===== src/rtl/payment_engine_arbiter_if.sv =====
// rtl/payment_engine_arbiter_if.sv - requester and engine signal bundle for the payment engine arbiter
interface payment_engine_arbiter_if #(
    parameter int DW = 32
);
    logic [2:0]      req;
    logic [3*DW-1:0] req_num;
    logic [3*DW-1:0] req_amt;
    logic [15:0]     req_micr;
    logic [2:0]      grant;
    logic [2:0]      rsp_valid;
    logic            rsp_ok;
    logic [DW-1:0]   rsp_excess;
    logic            rsp_timeout;
    logic            eng_start;
    logic [1:0]      eng_type;
    logic [DW-1:0]   eng_num;
    logic [DW-1:0]   eng_amt;
    logic [15:0]     eng_micr;
    logic            eng_done;
    logic            eng_ok;
    logic [DW-1:0]   eng_excess;
    logic            busy;
    logic [7:0]      timeout_cnt;

    modport slave (
        input  req, req_num, req_amt, req_micr, eng_done, eng_ok, eng_excess,
        output grant, rsp_valid, rsp_ok, rsp_excess, rsp_timeout,
               eng_start, eng_type, eng_num, eng_amt, eng_micr, busy, timeout_cnt
    );

    modport master (
        output req, req_num, req_amt, req_micr, eng_done, eng_ok, eng_excess,
        input  grant, rsp_valid, rsp_ok, rsp_excess, rsp_timeout,
               eng_start, eng_type, eng_num, eng_amt, eng_micr, busy, timeout_cnt
    );
endinterface


===== src/rtl/payment_engine_arbiter.sv =====
// rtl/payment_engine_arbiter.sv - round-robin share of one payment validation engine among cash, cheque and DD
module payment_engine_arbiter #(
    parameter int DW          = 32,
    parameter int TIMEOUT_CYC = 16
) (
    input  logic                    clk,
    input  logic                    reset,
    payment_engine_arbiter_if.slave bus
);
    typedef enum logic [1:0] {
        S_IDLE,
        S_ISSUE,
        S_WAIT,
        S_RESP
    } state_t;

    localparam logic [7:0] TIMER_LAST = 8'(TIMEOUT_CYC - 1);

    state_t     state;
    logic [1:0] rr_ptr;
    logic [1:0] owner;
    logic [7:0] timer;
    logic [1:0] pick;

    // Search starts just after the last winner; the final fallback is the only bit left.
    always_comb begin
        pick = 2'd0;
        case (rr_ptr)
            2'd0:    pick = bus.req[1] ? 2'd1 : (bus.req[2] ? 2'd2 : 2'd0);
            2'd1:    pick = bus.req[2] ? 2'd2 : (bus.req[0] ? 2'd0 : 2'd1);
            default: pick = bus.req[0] ? 2'd0 : (bus.req[1] ? 2'd1 : 2'd2);
        endcase
    end

    always_ff @(posedge clk) begin
        if (reset) begin
            state           <= S_IDLE;
            rr_ptr          <= 2'd2;
            owner           <= 2'd0;
            timer           <= 8'd0;
            bus.grant       <= 3'b000;
            bus.rsp_valid   <= 3'b000;
            bus.rsp_ok      <= 1'b0;
            bus.rsp_excess  <= '0;
            bus.rsp_timeout <= 1'b0;
            bus.eng_start   <= 1'b0;
            bus.eng_type    <= 2'd0;
            bus.eng_num     <= '0;
            bus.eng_amt     <= '0;
            bus.eng_micr    <= 16'd0;
            bus.busy        <= 1'b0;
            bus.timeout_cnt <= 8'd0;
        end else begin
            bus.grant     <= 3'b000;
            bus.eng_start <= 1'b0;
            bus.rsp_valid <= 3'b000;
            case (state)
                S_IDLE: begin
                    if (|bus.req) begin
                        owner         <= pick;
                        bus.grant     <= 3'b001 << pick;
                        bus.eng_start <= 1'b1;
                        bus.eng_type  <= pick + 2'd1;
                        bus.eng_num   <= bus.req_num[pick*DW +: DW];
                        bus.eng_amt   <= bus.req_amt[pick*DW +: DW];
                        bus.eng_micr  <= (pick == 2'd1) ? bus.req_micr : 16'd0;
                        bus.busy      <= 1'b1;
                        state         <= S_ISSUE;
                    end
                end
                S_ISSUE: begin
                    timer <= 8'd0;
                    state <= S_WAIT;
                end
                S_WAIT: begin
                    // A done arriving on the expiry cycle wins over the timeout.
                    if (bus.eng_done) begin
                        bus.rsp_ok      <= bus.eng_ok;
                        bus.rsp_excess  <= bus.eng_excess;
                        bus.rsp_timeout <= 1'b0;
                        bus.rsp_valid   <= 3'b001 << owner;
                        state           <= S_RESP;
                    end else if (timer == TIMER_LAST) begin
                        bus.rsp_ok      <= 1'b0;
                        bus.rsp_excess  <= '0;
                        bus.rsp_timeout <= 1'b1;
                        bus.rsp_valid   <= 3'b001 << owner;
                        if (bus.timeout_cnt != 8'hFF) begin
                            bus.timeout_cnt <= bus.timeout_cnt + 8'd1;
                        end
                        state <= S_RESP;
                    end else begin
                        timer <= timer + 8'd1;
                    end
                end
                S_RESP: begin
                    rr_ptr          <= owner;
                    bus.rsp_ok      <= 1'b0;
                    bus.rsp_excess  <= '0;
                    bus.rsp_timeout <= 1'b0;
                    bus.eng_type    <= 2'd0;
                    bus.eng_num     <= '0;
                    bus.eng_amt     <= '0;
                    bus.eng_micr    <= 16'd0;
                    bus.busy        <= 1'b0;
                    state           <= S_IDLE;
                end
                default: state <= S_IDLE;
            endcase
        end
    end
endmodule


===== src/flat_wrapper.sv =====
// flat-port wrapper written by rule: the top's interface ports become plain ports
module payment_engine_arbiter_flat 
#(
    parameter int DW          = 32,
    parameter int TIMEOUT_CYC = 16
)
  (clk, reset, bus_req, bus_req_num, bus_req_amt, bus_req_micr, bus_eng_done, bus_eng_ok, bus_eng_excess, bus_grant, bus_rsp_valid, bus_rsp_ok, bus_rsp_excess, bus_rsp_timeout, bus_eng_start, bus_eng_type, bus_eng_num, bus_eng_amt, bus_eng_micr, bus_busy, bus_timeout_cnt);
  payment_engine_arbiter_if #(.DW(DW)) bus_i ();
  input  logic clk;
  input  logic reset;
  input wire logic [$bits(bus_i.req)-1:0] bus_req;
  input wire logic [$bits(bus_i.req_num)-1:0] bus_req_num;
  input wire logic [$bits(bus_i.req_amt)-1:0] bus_req_amt;
  input wire logic [$bits(bus_i.req_micr)-1:0] bus_req_micr;
  input wire logic [$bits(bus_i.eng_done)-1:0] bus_eng_done;
  input wire logic [$bits(bus_i.eng_ok)-1:0] bus_eng_ok;
  input wire logic [$bits(bus_i.eng_excess)-1:0] bus_eng_excess;
  output wire logic [$bits(bus_i.grant)-1:0] bus_grant;
  output wire logic [$bits(bus_i.rsp_valid)-1:0] bus_rsp_valid;
  output wire logic [$bits(bus_i.rsp_ok)-1:0] bus_rsp_ok;
  output wire logic [$bits(bus_i.rsp_excess)-1:0] bus_rsp_excess;
  output wire logic [$bits(bus_i.rsp_timeout)-1:0] bus_rsp_timeout;
  output wire logic [$bits(bus_i.eng_start)-1:0] bus_eng_start;
  output wire logic [$bits(bus_i.eng_type)-1:0] bus_eng_type;
  output wire logic [$bits(bus_i.eng_num)-1:0] bus_eng_num;
  output wire logic [$bits(bus_i.eng_amt)-1:0] bus_eng_amt;
  output wire logic [$bits(bus_i.eng_micr)-1:0] bus_eng_micr;
  output wire logic [$bits(bus_i.busy)-1:0] bus_busy;
  output wire logic [$bits(bus_i.timeout_cnt)-1:0] bus_timeout_cnt;
  assign bus_i.req = bus_req;
  assign bus_i.req_num = bus_req_num;
  assign bus_i.req_amt = bus_req_amt;
  assign bus_i.req_micr = bus_req_micr;
  assign bus_i.eng_done = bus_eng_done;
  assign bus_i.eng_ok = bus_eng_ok;
  assign bus_i.eng_excess = bus_eng_excess;
  assign bus_grant = bus_i.grant;
  assign bus_rsp_valid = bus_i.rsp_valid;
  assign bus_rsp_ok = bus_i.rsp_ok;
  assign bus_rsp_excess = bus_i.rsp_excess;
  assign bus_rsp_timeout = bus_i.rsp_timeout;
  assign bus_eng_start = bus_i.eng_start;
  assign bus_eng_type = bus_i.eng_type;
  assign bus_eng_num = bus_i.eng_num;
  assign bus_eng_amt = bus_i.eng_amt;
  assign bus_eng_micr = bus_i.eng_micr;
  assign bus_busy = bus_i.busy;
  assign bus_timeout_cnt = bus_i.timeout_cnt;
  payment_engine_arbiter #(.DW(DW), .TIMEOUT_CYC(TIMEOUT_CYC)) u_core (.clk(clk), .reset(reset), .bus(bus_i));
endmodule

===== config.mk =====
export PLATFORM = sky130hd
export DESIGN_NAME = payment_engine_arbiter_flat
export DESIGN_NICKNAME = d
export VERILOG_FILES = /design/src/rtl/payment_engine_arbiter_if.sv /design/src/rtl/payment_engine_arbiter.sv /design/src/flat_wrapper.sv
export SDC_FILE = /design/constraint.sdc
export NUM_CORES = 1
export LEC_CHECK = 0
export ABC_AREA = 1
export CORE_AREA = 2 2 148 150
export CTS_BUF_LIST = sky130_fd_sc_hd__clkbuf_16
export CTS_CLUSTER_SIZE = 14
export DETAILED_ROUTE_END_ITERATION = 7
export DIE_AREA = 0 0 150 152
export GPL_ROUTABILITY_DRIVEN = 0
export PLACE_DENSITY = 0.78
export REMOVE_ABC_BUFFERS = 1
export SLEW_MARGIN = 20
export SYNTH_ARGS = -nofsm -noshare
export SYNTH_HDL_FRONTEND = slang
export SYNTH_SLANG_ARGS = --single-unit
export TNS_END_PERCENT = 20

===== constraint.sdc =====
create_clock -name clk -period 1.6 [get_ports clk]
set_clock_uncertainty 0.05 [all_clocks]
set_input_delay 0.16 -clock clk [delete_from_list [all_inputs] [get_ports clk]]
set_output_delay 0.16 -clock clk [all_outputs]
set_load 0.05 [all_outputs]

==> impl_metrics.yaml, run 1 <==
# yosys + openroad results
cells_and_area:
  logic_area_um2: 3790
  lay_top_count: "nand2_1"
  flops: 146
  n_all_inverters: 65
  seq_area_um2: 2940
  comb_share: 0.305
  num-nonclk-buffers: 465
  areaGrowthSynthToFinish_pct: 76.2
  final_nets: 1743
logic_synthesis:
  yosysCellCount: 1073
  simple_gate_share: 0.345
  syn-cell-area_um2: 7050
  yosys.stat.seqShare: 0.415
  aoi_share: 0.133
  synth.lib_cells_used.distinct: 30
  top_cells_by_count: "nand2_1, dfxtp_1, a21oi_1"
  synth.largest_area_cell: "dfxtp_1"
  yosysMostFrequentCell: "nand2_1"
  yosys_area_um2: 7050
  synth-edff-count: 0
  flop_cell: "dfxtp_1"
drt:
  routed.top_layer: "met4"
  wl_met2_um: 13600
  drc: 0
  drt_iter0_markers: 467
  route.vias.total: 8535
global_route:
  use_met2: 0.395
  grt_pass1_wl_um: 41900
  met1_usage: 0.266
  grt_pass1_vias: 8295
  grt_max_degree: 48
  busiest_layer: "met2"
  antenna_found_initial: 0
setup_path:
  cp-start-kind: "flip-flop"
  critPathTopFamily: "simple AND/OR/NAND/NOR gates"
  critPathLaunch: "u_core.timer[0]"
  r2r_end: "u_core.bus.rsp_excess[29]"
  cp.depth: 12
  crit_chain: "ha_4 -> nand2_4 -> nor2_4 -> nand2_2 -> nor2_4 -> nor2_4 -> buf_6 -> nor2_8 -> buf_12 -> clkbuf_16 -> nand3_1 -> a21oi_1"
  critPathMaxStageDelay_ns: 0.35
  rr_worst_depth: 12
die:
  dieArea_um2: 22800
  io_pins: 379
  die_width_um: 150
  num_rows: 54
  fp_util: 0.330
  core_um2: 21400
cts:
  cts-root-buf: "clkbuf_16"
  path_clk_slew_ns: 0.07
  cts_resized: 28
  postCtsSetupBuffers: 3
  cts_tree: "yes"
worst_hold_path:
  hold_end: "u_core.bus.rsp_excess[19]"
  hold_depth: 2
  worstHoldStart: "reset"
flow_run:
  cap_violations: 0
power_and_ir_drop:
  swShare: 0.444
  pwr-share-clk: 0.205
  power_switching_mw: 8.85
  p_comb_frac: 0.551
  ir_drop_uv: 817
  total_power_mw: 19.9
  p_int_mw: 11.1
timing:
  slew_headroom: 0.788
  fin_ws_ns: -0.158
  hold_viol: 0
  clock.fmax_ghz: 0.569
  finalSetupTns_ns: -3.29
  finalSetupViolCount: 47
  min_period_ns: 1.76
status:
  violations: "negative setup slack"
  outcome: "complete, but fails checks"
## run 1: power groups by stage
stage	Combinational (mW)	Sequential, mW	Clock, mW
global route	11.7	4.95	4.36
finish	11.0	4.86	4.09
global placement	9.63	4.88	0
detailed placement	9.73	4.90	0
floorplan	2.72	7.11	0
CTS	10.1	4.85	4.20
## run 1: per-stage QoR
| step | cell area (µm²) | hold slack (ns) |
|---|---|---|
| finish | 12400 | 0.0877 |
| global route | 12400 | 0.0798 |
| CTS | 12000 | 0.0508 |
| detailed placement | 11300 | 0.406 |
| global placement | 11300 | 0.403 |
| floorplan | 6690 | 0.179 |
**Run 1: signal wires by layer**

Drawn at 3 px/µm.
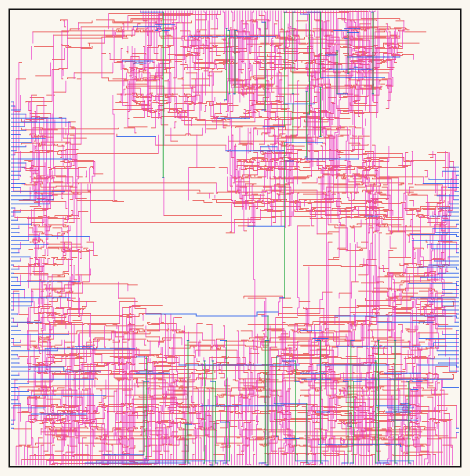
legend:
  metal 2:
    colour: magenta
    wire_length: 13600 µm
  metal 3:
    colour: blue
    wire_length: 1820 µm
  metal 1:
    colour: red
    wire_length: 10900 µm
  metal 4:
    colour: green
    wire_length: 1130 µm
GR Util All Layers: 0.229
Post-Route WL: 27500 µm
routed len/inst: 15.4 µm

**Run 1: cell area per tile**

Drawn at 2 px/µm. 15 x 15 tiles, from white (low) to dark blue (high), 0 to 100% covered.
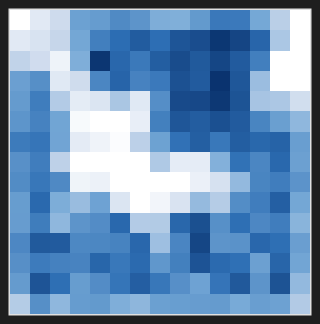
tiles over 75% full: 23%
fullest tile: 99%
emptiest ninth of the die: centre
nearly empty tiles: 8.4%

**Run 1: where the registers sit**

Drawn at 3 px/µm. Other sequential cells in the stronger grey, the rest of the logic in the fainter grey.
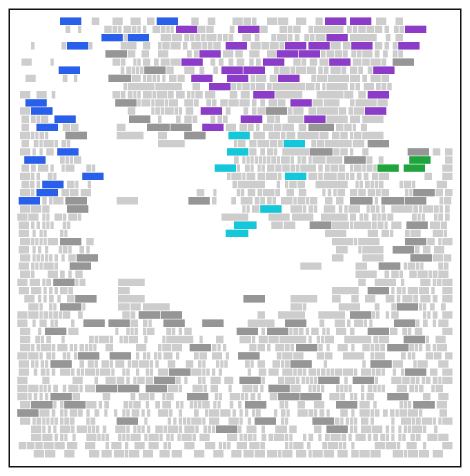
legend:
  u_core.timer:
    colour: cyan
    flops: 8
  u_core.bus.rsp_valid:
    colour: green
    flops: 3
  u_core.bus.eng_micr:
    colour: blue
    flops: 16
  u_core.bus.rsp_excess:
    colour: purple
    flops: 32

**Run 1: clock nets**

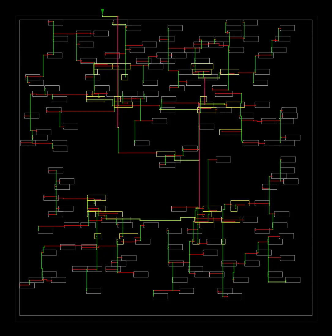

## Run 2: what changed since run 1
--- a/config.mk
+++ b/config.mk
@@ -6,6 +6,7 @@
 export NUM_CORES = 1
 export LEC_CHECK = 0
 export ABC_AREA = 1
+export CAP_MARGIN = 15
 export CORE_AREA = 2 2 148 150
 export CTS_BUF_LIST = sky130_fd_sc_hd__clkbuf_16
 export CTS_CLUSTER_SIZE = 14
@@ -14,6 +15,7 @@
 export GPL_ROUTABILITY_DRIVEN = 0
 export PLACE_DENSITY = 0.78
 export REMOVE_ABC_BUFFERS = 1
+export SETUP_SLACK_MARGIN = 0.05
 export SLEW_MARGIN = 20
 export SYNTH_ARGS = -nofsm -noshare
 export SYNTH_HDL_FRONTEND = slang
**Run 2: clock nets**

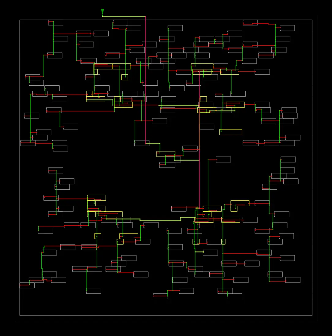
Flops: 146
Clk power: 4.10 mW
clkbuf count: 17

==> impl_metrics.yaml, run 2 <==
# yosys + openroad results
status:
  outcome: "complete, but fails checks"
  violations: "negative setup slack"
power_and_ir_drop:
  power_switching_mw: 8.83
  seq_power_mw: 4.88
  p_comb_mw: 10.7
  total_power_mw: 19.6
  maxPowerGroup: "combinational cells"
  pwr-share-clk: 0.209
  p_int_mw: 10.8
  swShare: 0.450
  p_comb_frac: 0.543
  ir_drop_uv: 821
logic_synthesis:
  top_cells_by_count: "nand2_1, dfxtp_1, a21oi_1"
  yosysCellCount: 1073
  syn-cell-area_um2: 7050
  synth.largest_area_cell: "dfxtp_1"
  aoi_share: 0.133
  synth-edff-count: 0
  simple_gate_share: 0.345
  yosys.stat.seqShare: 0.415
  yosysMostFrequentCell: "nand2_1"
  flop_cell: "dfxtp_1"
  synth.lib_cells_used.distinct: 30
  ys_sh_xor: 0.00870
  yosys_area_um2: 7050
die:
  die_width_um: 150
  dieArea_um2: 22800
  core_um2: 21400
setup_path:
  crit_chain: "ha_4 -> nand2_4 -> nor2_4 -> nand2_2 -> nor2_4 -> nor2_4 -> buf_6 -> nor2_8 -> buf_12 -> clkbuf_16 -> nand3_1 -> a21oi_1"
  critPathMaxStageDelay_ns: 0.35
  endpoint_kind: "flip-flop"
  cp-start-kind: "flip-flop"
flow_run:
  cap_violations: 0
cells_and_area:
  lay_top_count: "nand2_1"
  areaGrowthSynthToFinish_pct: 76.0
  fin_area_um2: 12400
  final_nets: 1740
timing:
  finalSetupViolCount: 45
  fin_ws_ns: -0.170
  clock.fmax_ghz: 0.565
  slew_headroom: 0.777
  timing.hold.ws_ns: 0.0879
  hold_viol: 0
  min_period_ns: 1.77
drt:
  route.vias.total: 8470
  routedWlPerCell_um: 15.5
  wl_met2_um: 13700
  drt_iter0_markers: 557
  wl_um: 27600
  routed.top_layer: "met4"
cts:
  cts_tree: "yes"
  path_clk_slew_ns: 0.07
  postCtsSetupBuffers: 6
global_route:
  grt_pass1_wl_um: 42100
  busiest_layer: "met2"
  use_met2: 0.398
  grt_usage: 0.231
  met1_usage: 0.271
  grt_max_degree: 48
place:
  place_area_um2: 11300
run 2: cell counts after synthesis:
No cell type changed its count.
run 2: layout make-up:
type / instances / area [µm²]
Inverter: 65 / 246
Tap cell: 280 / 350
Clock buffer: 17 / 425
Timing Repair Buffer: 462 / 4430
Clock inverter: 15 / 174
Fill cell: 1889 / 8950
Multi-Input combinational cell: 794 / 3840
Sequential cell: 146 / 2930
run 2: final timing paths:
check,from,endpoint,slack [ns],cells past startpoint
setup reg to reg,u_core.timer[0],u_core.bus.rsp_excess[29],-0.17,12
setup / recovery,u_core.timer[0],u_core.bus.rsp_excess[29],-0.17,12
hold / removal,reset,u_core.bus.rsp_excess[26],0.09,2
hold reg to reg,u_core.bus.busy,u_core.bus.busy,0.41,2
No activity file was given, so power comes from the tool's default toggle rates.
